**src/rtl/dec_stream_merger_if.sv**
```systemverilog
// Bundle of the per-channel decoded byte streams, the merged AXI-Stream byte
// output and the overflow status/clear lines of dec_stream_merger.
interface dec_stream_merger_if #(
  parameter int N_CHS = 1
);
  logic [N_CHS-1:0]    i_vld;
  logic [8*N_CHS-1:0]  i_dec_data;
  logic [N_CHS-1:0]    i_ch_en;
  logic                o_tvalid;
  logic                i_tready;
  logic [7:0]          o_tdata;
  logic [3:0]          o_tuser;
  logic [N_CHS-1:0]    o_fifo_ovf;
  logic [N_CHS-1:0]    i_ovf_clr;
  logic [16*N_CHS-1:0] o_ovf_cnt;

  modport master (
    output i_vld, i_dec_data, i_ch_en, i_tready, i_ovf_clr,
    input  o_tvalid, o_tdata, o_tuser, o_fifo_ovf, o_ovf_cnt
  );

  modport slave (
    input  i_vld, i_dec_data, i_ch_en, i_tready, i_ovf_clr,
    output o_tvalid, o_tdata, o_tuser, o_fifo_ovf, o_ovf_cnt
  );
endinterface

```
**src/rtl/dec_stream_merger.sv**
```systemverilog
// Per-channel byte FIFOs merged round-robin into one registered AXI-Stream byte
// stream tagged with the channel index. Define DEC_MERGER_OVF_CNT_EN for dropped-byte counters.
module dec_stream_merger #(
  parameter int N_CHS      = 1,
  parameter int FIFO_DEPTH = 16
) (
  input logic               clk,
  input logic               reset,
  dec_stream_merger_if.slave bus
);
  localparam int AW = $clog2(FIFO_DEPTH);
  localparam logic [AW-1:0] PTR_ONE = 1;
  localparam logic [AW:0]   CNT_ONE = 1;
  localparam logic [AW:0]   CNT_FULL = FIFO_DEPTH;

  logic [7:0]       mem    [N_CHS][FIFO_DEPTH];
  logic [AW-1:0]    wr_ptr [N_CHS];
  logic [AW-1:0]    rd_ptr [N_CHS];
  logic [AW:0]      count  [N_CHS];
  logic [7:0]       head   [N_CHS];
  logic [N_CHS-1:0] full, nonempty, wr_en, drop, pop;

  logic       grant_vld;
  logic [3:0] grant_idx;
  logic [7:0] grant_data;
  logic [3:0] rr_ptr;
  logic       load;

  logic             tvalid_q;
  logic [7:0]       tdata_q;
  logic [3:0]       tuser_q;
  logic [N_CHS-1:0] ovf_q;

  // NOTE: every always_comb output gets a default first so no path can infer a latch.
  always_comb begin
    full     = '0;
    nonempty = '0;
    wr_en    = '0;
    drop     = '0;
    for (int c = 0; c < N_CHS; c++) begin
      full[c]     = (count[c] == CNT_FULL);
      // A disabled channel is being flushed, so it never competes for a grant.
      nonempty[c] = (count[c] != '0) && bus.i_ch_en[c];
      wr_en[c]    = bus.i_vld[c] && bus.i_ch_en[c] && !full[c];
      drop[c]     = bus.i_vld[c] && bus.i_ch_en[c] && full[c];
      head[c]     = mem[c][rd_ptr[c]];
    end
  end

  assign load = !tvalid_q || bus.i_tready;

  // Round-robin: first pass covers rr_ptr..N_CHS-1, second pass wraps to 0.
  always_comb begin
    grant_vld  = 1'b0;
    grant_idx  = '0;
    grant_data = '0;
    for (int c = 0; c < N_CHS; c++) begin
      if (!grant_vld && nonempty[c] && (4'(c) >= rr_ptr)) begin
        grant_vld  = 1'b1;
        grant_idx  = 4'(c);
        grant_data = head[c];
      end
    end
    for (int c = 0; c < N_CHS; c++) begin
      if (!grant_vld && nonempty[c]) begin
        grant_vld  = 1'b1;
        grant_idx  = 4'(c);
        grant_data = head[c];
      end
    end
  end

  always_comb begin
    pop = '0;
    for (int c = 0; c < N_CHS; c++) begin
      pop[c] = load && grant_vld && (grant_idx == 4'(c));
    end
  end

  // NOTE: the storage array carries no reset; emptiness is tracked by the pointers.
  always_ff @(posedge clk) begin
    for (int c = 0; c < N_CHS; c++) begin
      if (wr_en[c]) mem[c][wr_ptr[c]] <= bus.i_dec_data[8*c +: 8];
    end
  end

  always_ff @(posedge clk) begin
    for (int c = 0; c < N_CHS; c++) begin
      if (reset || !bus.i_ch_en[c]) begin
        wr_ptr[c] <= '0;
        rd_ptr[c] <= '0;
        count[c]  <= '0;
      end else begin
        if (wr_en[c]) wr_ptr[c] <= wr_ptr[c] + PTR_ONE;
        if (pop[c])   rd_ptr[c] <= rd_ptr[c] + PTR_ONE;
        case ({wr_en[c], pop[c]})
          2'b10:   count[c] <= count[c] + CNT_ONE;
          2'b01:   count[c] <= count[c] - CNT_ONE;
          default: count[c] <= count[c];
        endcase
      end
    end
  end

  always_ff @(posedge clk) begin
    if (reset) begin
      tvalid_q <= 1'b0;
      tdata_q  <= '0;
      tuser_q  <= '0;
      rr_ptr   <= '0;
    end else if (load) begin
      if (grant_vld) begin
        tvalid_q <= 1'b1;
        tdata_q  <= grant_data;
        tuser_q  <= grant_idx;
        rr_ptr   <= (grant_idx == 4'(N_CHS - 1)) ? 4'd0 : grant_idx + 4'd1;
      end else begin
        tvalid_q <= 1'b0;
      end
    end
  end

  // A drop in the same cycle as a clear keeps the flag set.
  always_ff @(posedge clk) begin
    for (int c = 0; c < N_CHS; c++) begin
      if (reset)                 ovf_q[c] <= 1'b0;
      else if (drop[c])          ovf_q[c] <= 1'b1;
      else if (bus.i_ovf_clr[c]) ovf_q[c] <= 1'b0;
    end
  end

`ifdef DEC_MERGER_OVF_CNT_EN
  logic [15:0] ovf_cnt [N_CHS];

  always_ff @(posedge clk) begin
    for (int c = 0; c < N_CHS; c++) begin
      if (reset)                 ovf_cnt[c] <= '0;
      else if (drop[c])          ovf_cnt[c] <= bus.i_ovf_clr[c] ? 16'd1 :
                                               (ovf_cnt[c] == 16'hFFFF) ? 16'hFFFF : ovf_cnt[c] + 16'd1;
      else if (bus.i_ovf_clr[c]) ovf_cnt[c] <= '0;
    end
  end

  always_comb begin
    bus.o_ovf_cnt = '0;
    for (int c = 0; c < N_CHS; c++) begin
      bus.o_ovf_cnt[16*c +: 16] = ovf_cnt[c];
    end
  end
`else
  assign bus.o_ovf_cnt = '0;
`endif

  assign bus.o_tvalid   = tvalid_q;
  assign bus.o_tdata    = tdata_q;
  assign bus.o_tuser    = tuser_q;
  assign bus.o_fifo_ovf = ovf_q;
endmodule

```
**src/flat_wrapper.sv**
```systemverilog
// flat-port wrapper written by rule: the top's interface ports become plain ports
module dec_stream_merger_flat 
#(
  parameter int N_CHS      = 1,
  parameter int FIFO_DEPTH = 16
)
  (clk, reset, bus_i_vld, bus_i_dec_data, bus_i_ch_en, bus_i_tready, bus_i_ovf_clr, bus_o_tvalid, bus_o_tdata, bus_o_tuser, bus_o_fifo_ovf, bus_o_ovf_cnt);
  dec_stream_merger_if #(.N_CHS(N_CHS)) bus_i ();
  input logic clk;
  input logic reset;
  input wire logic [$bits(bus_i.i_vld)-1:0] bus_i_vld;
  input wire logic [$bits(bus_i.i_dec_data)-1:0] bus_i_dec_data;
  input wire logic [$bits(bus_i.i_ch_en)-1:0] bus_i_ch_en;
  input wire logic [$bits(bus_i.i_tready)-1:0] bus_i_tready;
  input wire logic [$bits(bus_i.i_ovf_clr)-1:0] bus_i_ovf_clr;
  output wire logic [$bits(bus_i.o_tvalid)-1:0] bus_o_tvalid;
  output wire logic [$bits(bus_i.o_tdata)-1:0] bus_o_tdata;
  output wire logic [$bits(bus_i.o_tuser)-1:0] bus_o_tuser;
  output wire logic [$bits(bus_i.o_fifo_ovf)-1:0] bus_o_fifo_ovf;
  output wire logic [$bits(bus_i.o_ovf_cnt)-1:0] bus_o_ovf_cnt;
  assign bus_i.i_vld = bus_i_vld;
  assign bus_i.i_dec_data = bus_i_dec_data;
  assign bus_i.i_ch_en = bus_i_ch_en;
  assign bus_i.i_tready = bus_i_tready;
  assign bus_i.i_ovf_clr = bus_i_ovf_clr;
  assign bus_o_tvalid = bus_i.o_tvalid;
  assign bus_o_tdata = bus_i.o_tdata;
  assign bus_o_tuser = bus_i.o_tuser;
  assign bus_o_fifo_ovf = bus_i.o_fifo_ovf;
  assign bus_o_ovf_cnt = bus_i.o_ovf_cnt;
  dec_stream_merger #(.N_CHS(N_CHS), .FIFO_DEPTH(FIFO_DEPTH)) u_core (.clk(clk), .reset(reset), .bus(bus_i));
endmodule
```
**config.mk**
```make
export PLATFORM = sky130hd
export DESIGN_NAME = dec_stream_merger_flat
export DESIGN_NICKNAME = d
export VERILOG_FILES = /design/src/rtl/dec_stream_merger_if.sv /design/src/rtl/dec_stream_merger.sv /design/src/flat_wrapper.sv
export SDC_FILE = /design/constraint.sdc
export NUM_CORES = 1
export LEC_CHECK = 0
export ABC_AREA = 1
export CORE_ASPECT_RATIO = 1.25
export CORE_MARGIN = 5
export CORE_UTILIZATION = 40
export CTS_CLUSTER_DIAMETER = 150
export DETAILED_ROUTE_END_ITERATION = 10
export PLACE_DENSITY = 0.67
export SYNTH_ARGS = -nofsm -noshare
export SYNTH_HDL_FRONTEND = slang
export SYNTH_SLANG_ARGS = --single-unit
```
**constraint.sdc**
```tcl
create_clock -name clk -period 3.81 [get_ports clk]
set_clock_uncertainty 0.1 [all_clocks]
set_input_delay 1.143 -clock clk [delete_from_list [all_inputs] [get_ports clk]]
set_output_delay 1.143 -clock clk [all_outputs]
set_load 0.01 [all_outputs]
```
run_1/clocks.png
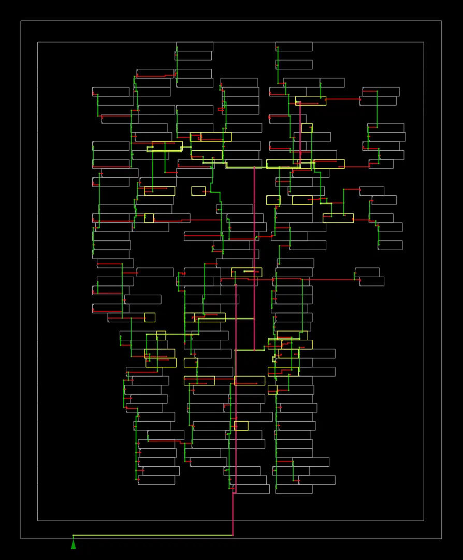
seq_cells: 151
Power Clock: 0.00161 W
clk latency late pin: 0.42 ns
clock buf count: 17
clk sinks: 151

run_1/clk_routes.png
The bar under the picture is 50 um long.
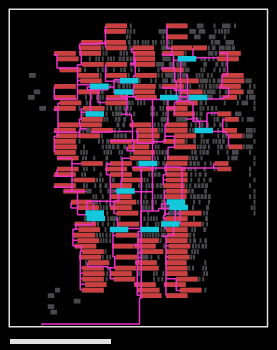
Key: clock wires = magenta [length 1580 um]; flip-flops = red [count 151]; clock drivers = cyan [count 17]
There are 18 routed clock nets.

run_1/placement_by_type.png
Fill, decap, tap and diode cells in grey.
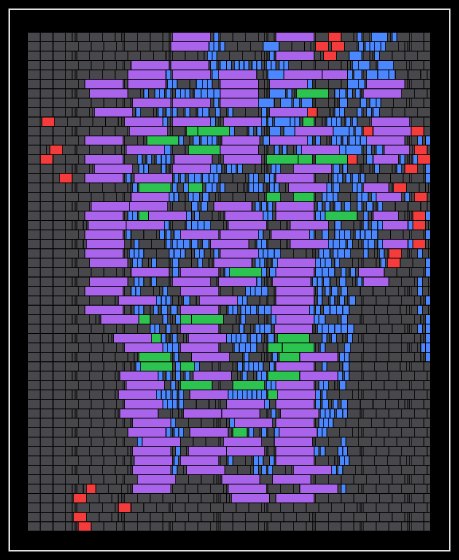
Key: clock drivers and dummy loads = green [cells 32]; flops = purple [cells 151]; other buffers and delay cells = red [cells 27]; combinational and other logic = blue [cells 506]

==> impl_metrics.env, run 1 <==
# yosys + openroad results
export IMPL_dpl_cell_area_um2=7140
export IMPL_wl_um=14900
export IMPL_ys_async_sr_fraction_pct=0
export IMPL_nNonClkBuffers=27
export IMPL_status="finished, final reports clean"
export IMPL_hold_ws_ns=0.380
export IMPL_cpMostUsedCell="nor2_1"
export IMPL_dominant_cells="registers"
export IMPL_wl_per_cell_um=15.9
export IMPL_synth_area_um2=6820
export IMPL_ys_sh_mux_pct=0
export IMPL_warning_count=31
export IMPL_antenna_left=0
export IMPL_combPwrFrac_pct=11.7
export IMPL_worst_ep_required_time_ns=3.85
export IMPL_max_cap_viol_count=0
export IMPL_clk_path_buf_depth=2
export IMPL_layout_cells_non_filler=936
export IMPL_crit_family="buffers and inverters"
export IMPL_r2r_start="u_core.count[0][0]$_DFFE_PP_"
export IMPL_rsz0062_at_grt="no"
export IMPL_critical_path_max_stage_delay_ns=0.45
export IMPL_inverters=105
export IMPL_ff2ff_path_depth=11
export IMPL_antenna_found_initial=0
export IMPL_stdcell_area_um2=7720
export IMPL_syn_to_final_growth_pct=13.2
export IMPL_seqPwrFrac_pct=47.6
export IMPL_dp_final_hpwl_um=9790
export IMPL_fin_ws_ns=0.922
export IMPL_power_top_group="sequential cells"
export IMPL_num_antenna_cells=0
export IMPL_fillers=1501
export IMPL_n_tap_cell=220
export IMPL_flop_area_um2=4430
export IMPL_start_kind="input pin"
export IMPL_power_leakage_nw=3.21
export IMPL_flop_cell="edfxtp_1"
export IMPL_largest_reg_flops=128
export IMPL_ir_drop_uv=326
export IMPL_path_class="in2reg"
export IMPL_largest_area_cell="edfxtp_1"
==> run 2, diff against run 1 <==
Settings changed: PLACE_DENSITY 0.67 to 0.69.
Clock period 3.81 ns to 2.6 ns, I/O delays scaled along.
run_2/clocks.png
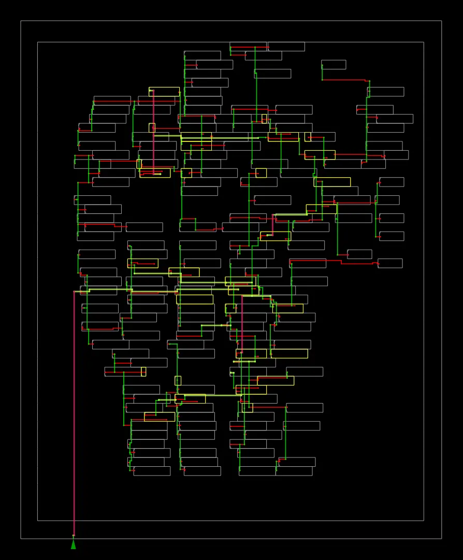
clk latency late pin: 0.41 ns
Power Clock: 0.00252 W
clock buf count: 18

run_2/wires.png
The bar under the picture is 50 um long. Two of the layers only.
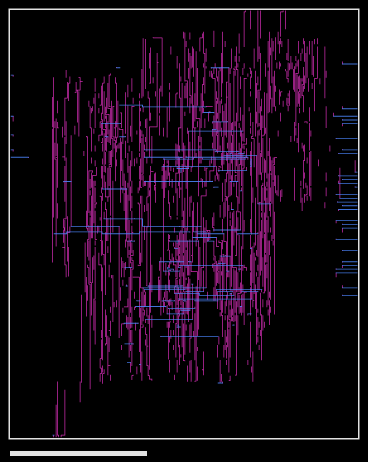
Key: metal 3 = blue [wire length 904 um]; metal 2 = magenta [wire length 7370 um]

==> run 2 against run 1 <==
Against the previous run:
- clock power increased by 57%
- non-clock buffer count increased by 33
- routed wire length decreased by 0.77%
- sequential power increased by 46%
- hold slack got worse by 0.012 ns
- via count increased by 4.4%
- count of clock-buffer cells in the layout increased by 1
- critical path depth increased by 1
- combinational power increased by 58%
- synthesized cell count unchanged
==> impl_metrics.env, run 2 <==
# yosys + openroad results
export IMPL_synthAoiAreaFrac_pct=1.19
export IMPL_syn_inst=684
export IMPL_wl_per_cell_um=15.3
export IMPL_drive_gt1_share_pct=9.22
export IMPL_worst_ep_required_time_ns=2.63
export IMPL_clk_share_pct=7.58
export IMPL_syn_to_final_growth_pct=17.3
export IMPL_grt_overflow=0
export IMPL_grt_pass1_wl_um=22600
export IMPL_critical_path_max_stage_delay_ns=0.44
export IMPL_ys_sh_mux_pct=0
export IMPL_synth_area_um2=6820
export IMPL_wl_um=14800
export IMPL_yosysChipArea_um2=6820
export IMPL_max_freq_ghz=0.433
export IMPL_slew_viol_final=0
export IMPL_antenna_left=0
export IMPL_largest_area_cell="edfxtp_1"
export IMPL_buf_share_pct=6.50
export IMPL_crit_family="simple AND/OR/NAND/NOR gates"
export IMPL_dpl_cell_area_um2=7400
export IMPL_critPathCaptureType="flip-flop"
export IMPL_simple_gate_share_pct=21.0
export IMPL_hold_path_cell_count=2
export IMPL_power_switching_share_pct=24.2
export IMPL_hold_ws_ns=0.367
export IMPL_inverters=105
export IMPL_cts_buffers=17
export IMPL_met2_usage_pct=26.2
export IMPL_nNonClkBuffers=60
export IMPL_ys_async_sr_fraction_pct=0
export IMPL_n_tap_cell=220
export IMPL_chip_area_um2=19800
export IMPL_clk_pin_slew_ns=0.06
export IMPL_critical_path_cell_count=10
export IMPL_regToRegSetupSlack_ns=0.29
export IMPL_clk_path_buf_depth=2
export IMPL_combinationalPower_w=0.000736
export IMPL_crit_path_end="u_core.count[0][0]$_DFFE_PP_"
export IMPL_clkPwrFrac_pct=42.0
export IMPL_rsz0062_at_grt="no"
export IMPL_vias=4645
export IMPL_synthAdderAreaFrac_pct=1.65
export IMPL_routed_wl_met3_um=903
export IMPL_largest_reg_flops=128
export IMPL_ir_drop_uv=488
export IMPL_num_antenna_cells=0
export IMPL_seq_cells=151
export IMPL_ff2ff_path_depth=10
export IMPL_clock_sinks=151
export IMPL_r2r_start="u_core.count[0][0]$_DFFE_PP_"
export IMPL_io_pins=44
export IMPL_ys_warn_count=0
export IMPL_fin_ws_ns=0.288
export IMPL_finish_utilization_pct=47.7
export IMPL_htreeDepth=4
export IMPL_antenna_found_initial=0
export IMPL_cts_tree="built"
export IMPL_seqPwrFrac_pct=45.8
export IMPL_powerDensity_nw_per_um2=751
export IMPL_total_power_w=0.00602
export IMPL_power_top_group="sequential cells"
export IMPL_drt_iter0_markers=332
export IMPL_path_class="reg2reg"
export IMPL_max_cap_viol_count=0
export IMPL_detail_route_vias_per_cell=4.80
export IMPL_start_kind="flip-flop"
export IMPL_status="finished, final reports clean"
export IMPL_fp_util_pct=40.7
export IMPL_warning_count=31
export IMPL_mostFrequentLayoutCell="nand2_1"
export IMPL_ys_seq_share_pct=65.0
export IMPL_grtUsageMet3_pct=2.84
export IMPL_flop_cell="edfxtp_1"
export IMPL_stdcell_area_um2=8010
export IMPL_xor_area_share_pct=1.03
export IMPL_synth_edff_count=141
export IMPL_layout_top_cells="nand2_1 (219), edfxtp_1 (141), inv_1 (102), nand3_1 (96), buf_4 (36)"
export IMPL_combPwrFrac_pct=12.2
export IMPL_power_leakage_nw=3.40
export IMPL_worst_path_buf_inv=4
export IMPL_layout_cells_non_filler=968
export IMPL_route_met2_wl_um=7370
export IMPL_seq_share_pct=55.4
export IMPL_dominant_cells="registers"
export IMPL_worstReg2RegEnd="u_core.count[0][0]$_DFFE_PP_"
export IMPL_fillers=1504
export IMPL_p_sw_w=0.00145
export IMPL_dp_final_hpwl_um=9710
export IMPL_flop_area_um2=4430
==> run 3, diff against run 2 <==
Settings changed: ABC_CLOCK_PERIOD_IN_PS from default to 2600.
run_3/clk_routes.png
The bar under the picture is 50 um long.
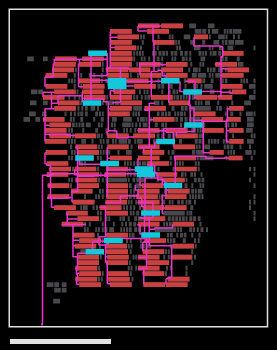
Key: clock drivers = cyan [count 17]; flip-flops = red [count 151]; clock wires = magenta [length 1600 um]
There are 18 routed clock nets.
Clock power frac: 42.0%

run_3/placement_by_type.png
Fill, decap, tap and diode cells in grey.
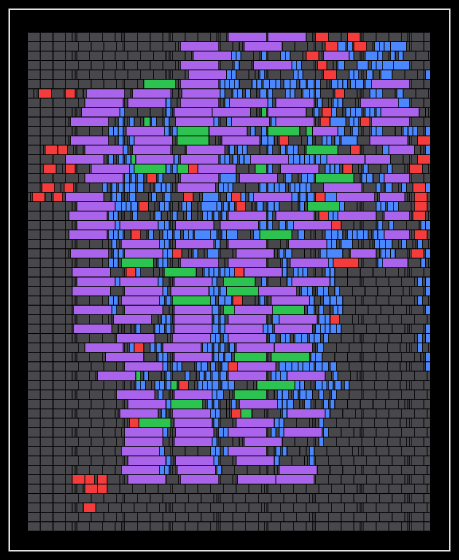
Key: clock drivers and dummy loads = green [cells 31]; flops = purple [cells 151]; combinational and other logic = blue [cells 506]; other buffers and delay cells = red [cells 60]
design area: 8010 um2
final core occ: 47.7%
Rows: 53
area of the core: 16800 um2

==> run 3 against run 2 <==
Against the previous run:
- largest cell class unchanged
- sequential share of layout area is the same
- combinational power about the same
- count of clock-buffer cells in the layout unchanged
- sequential power about the same
- area after synthesis unchanged
- utilization stayed put
- design area is the same
- critical path type unchanged
- register-to-register slack about the same
- cell count did not move
==> impl_metrics.env, run 3 <==
# yosys + openroad results
export IMPL_fillers=1504
export IMPL_ys_seq_share_pct=65.0
export IMPL_worstReg2RegEnd="u_core.count[0][0]$_DFFE_PP_"
export IMPL_status="finished, final reports clean"
export IMPL_syn_inst=684
export IMPL_clk_pin_slew_ns=0.06
export IMPL_seq_cells=151
export IMPL_grt_overflow=0
export IMPL_cts_tree="built"
export IMPL_antenna_found_initial=0
export IMPL_total_power_w=0.00602
export IMPL_drt_iter0_markers=332
export IMPL_ys_async_sr_fraction_pct=0
export IMPL_critical_path_cell_count=10
export IMPL_wl_um=14800
export IMPL_synth_edff_count=141
export IMPL_chip_area_um2=19800
export IMPL_crit_path_end="u_core.count[0][0]$_DFFE_PP_"
export IMPL_clkLatencyLatePin_ns=0.41
export IMPL_drive_gt1_share_pct=9.22
export IMPL_nNonClkBuffers=60
export IMPL_clk_power_w=0.00252
export IMPL_ir_drop_uv=488
export IMPL_start_kind="flip-flop"
export IMPL_rsz0062_at_grt="no"
export IMPL_syn_to_final_growth_pct=17.3
export IMPL_clock_buffer_count=18
export IMPL_path_class="reg2reg"
export IMPL_flop_area_um2=4430
export IMPL_dominant_cells="registers"
export IMPL_vias=4645
export IMPL_routed_wl_met3_um=903
export IMPL_met2_usage_pct=26.2
export IMPL_max_cap_viol_count=0
export IMPL_grt_pass1_wl_um=22600
export IMPL_critical_path_max_stage_delay_ns=0.44
export IMPL_regToRegSetupSlack_ns=0.29
export IMPL_synthAdderAreaFrac_pct=1.65
export IMPL_buf_share_pct=6.50
export IMPL_seqPwrFrac_pct=45.8
export IMPL_clk_path_buf_depth=2
export IMPL_cts_buffers=17
export IMPL_yosysChipArea_um2=6820
export IMPL_ys_warn_count=0
export IMPL_slew_viol_final=0
export IMPL_inverters=105
export IMPL_wl_per_cell_um=15.3
export IMPL_largest_area_cell="edfxtp_1"
export IMPL_htreeDepth=4
export IMPL_clock_sinks=151
export IMPL_layout_top_cells="nand2_1 (219), edfxtp_1 (141), inv_1 (102), nand3_1 (96), buf_4 (36)"
export IMPL_antenna_left=0
export IMPL_power_switching_share_pct=24.2
export IMPL_detail_route_vias_per_cell=4.80
export IMPL_r2r_start="u_core.count[0][0]$_DFFE_PP_"
export IMPL_xor_area_share_pct=1.03
export IMPL_fin_ws_ns=0.288
export IMPL_dpl_cell_area_um2=7400
export IMPL_critPathCaptureType="flip-flop"

## Gallery

Sequential cells coloured by netlist name.
The bar under the picture is 50 um long.
picture 1
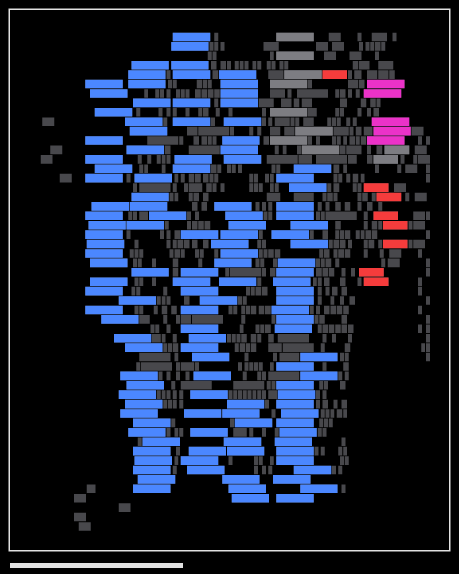
picture 2
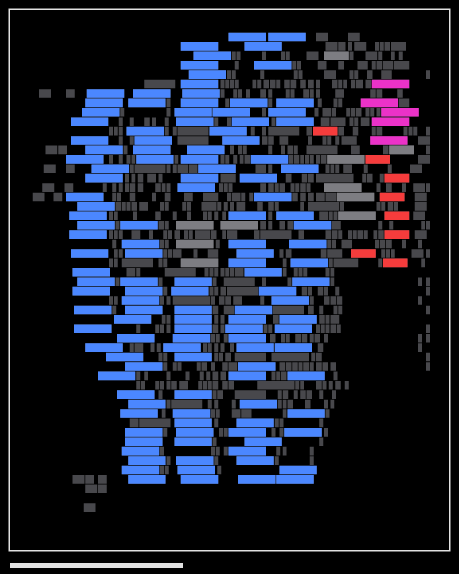
| picture | from |
|---|---|
| picture 2 | run 3 |
| picture 1 | run 1 |

Key to picture 1:
Key: u_core.mem = blue [flops 128]; u_core.bus.o_tdata = red [flops 8, where east]; u_core.count = magenta [flops 5, where north-east]

Power and IR drop assume default switching activity.
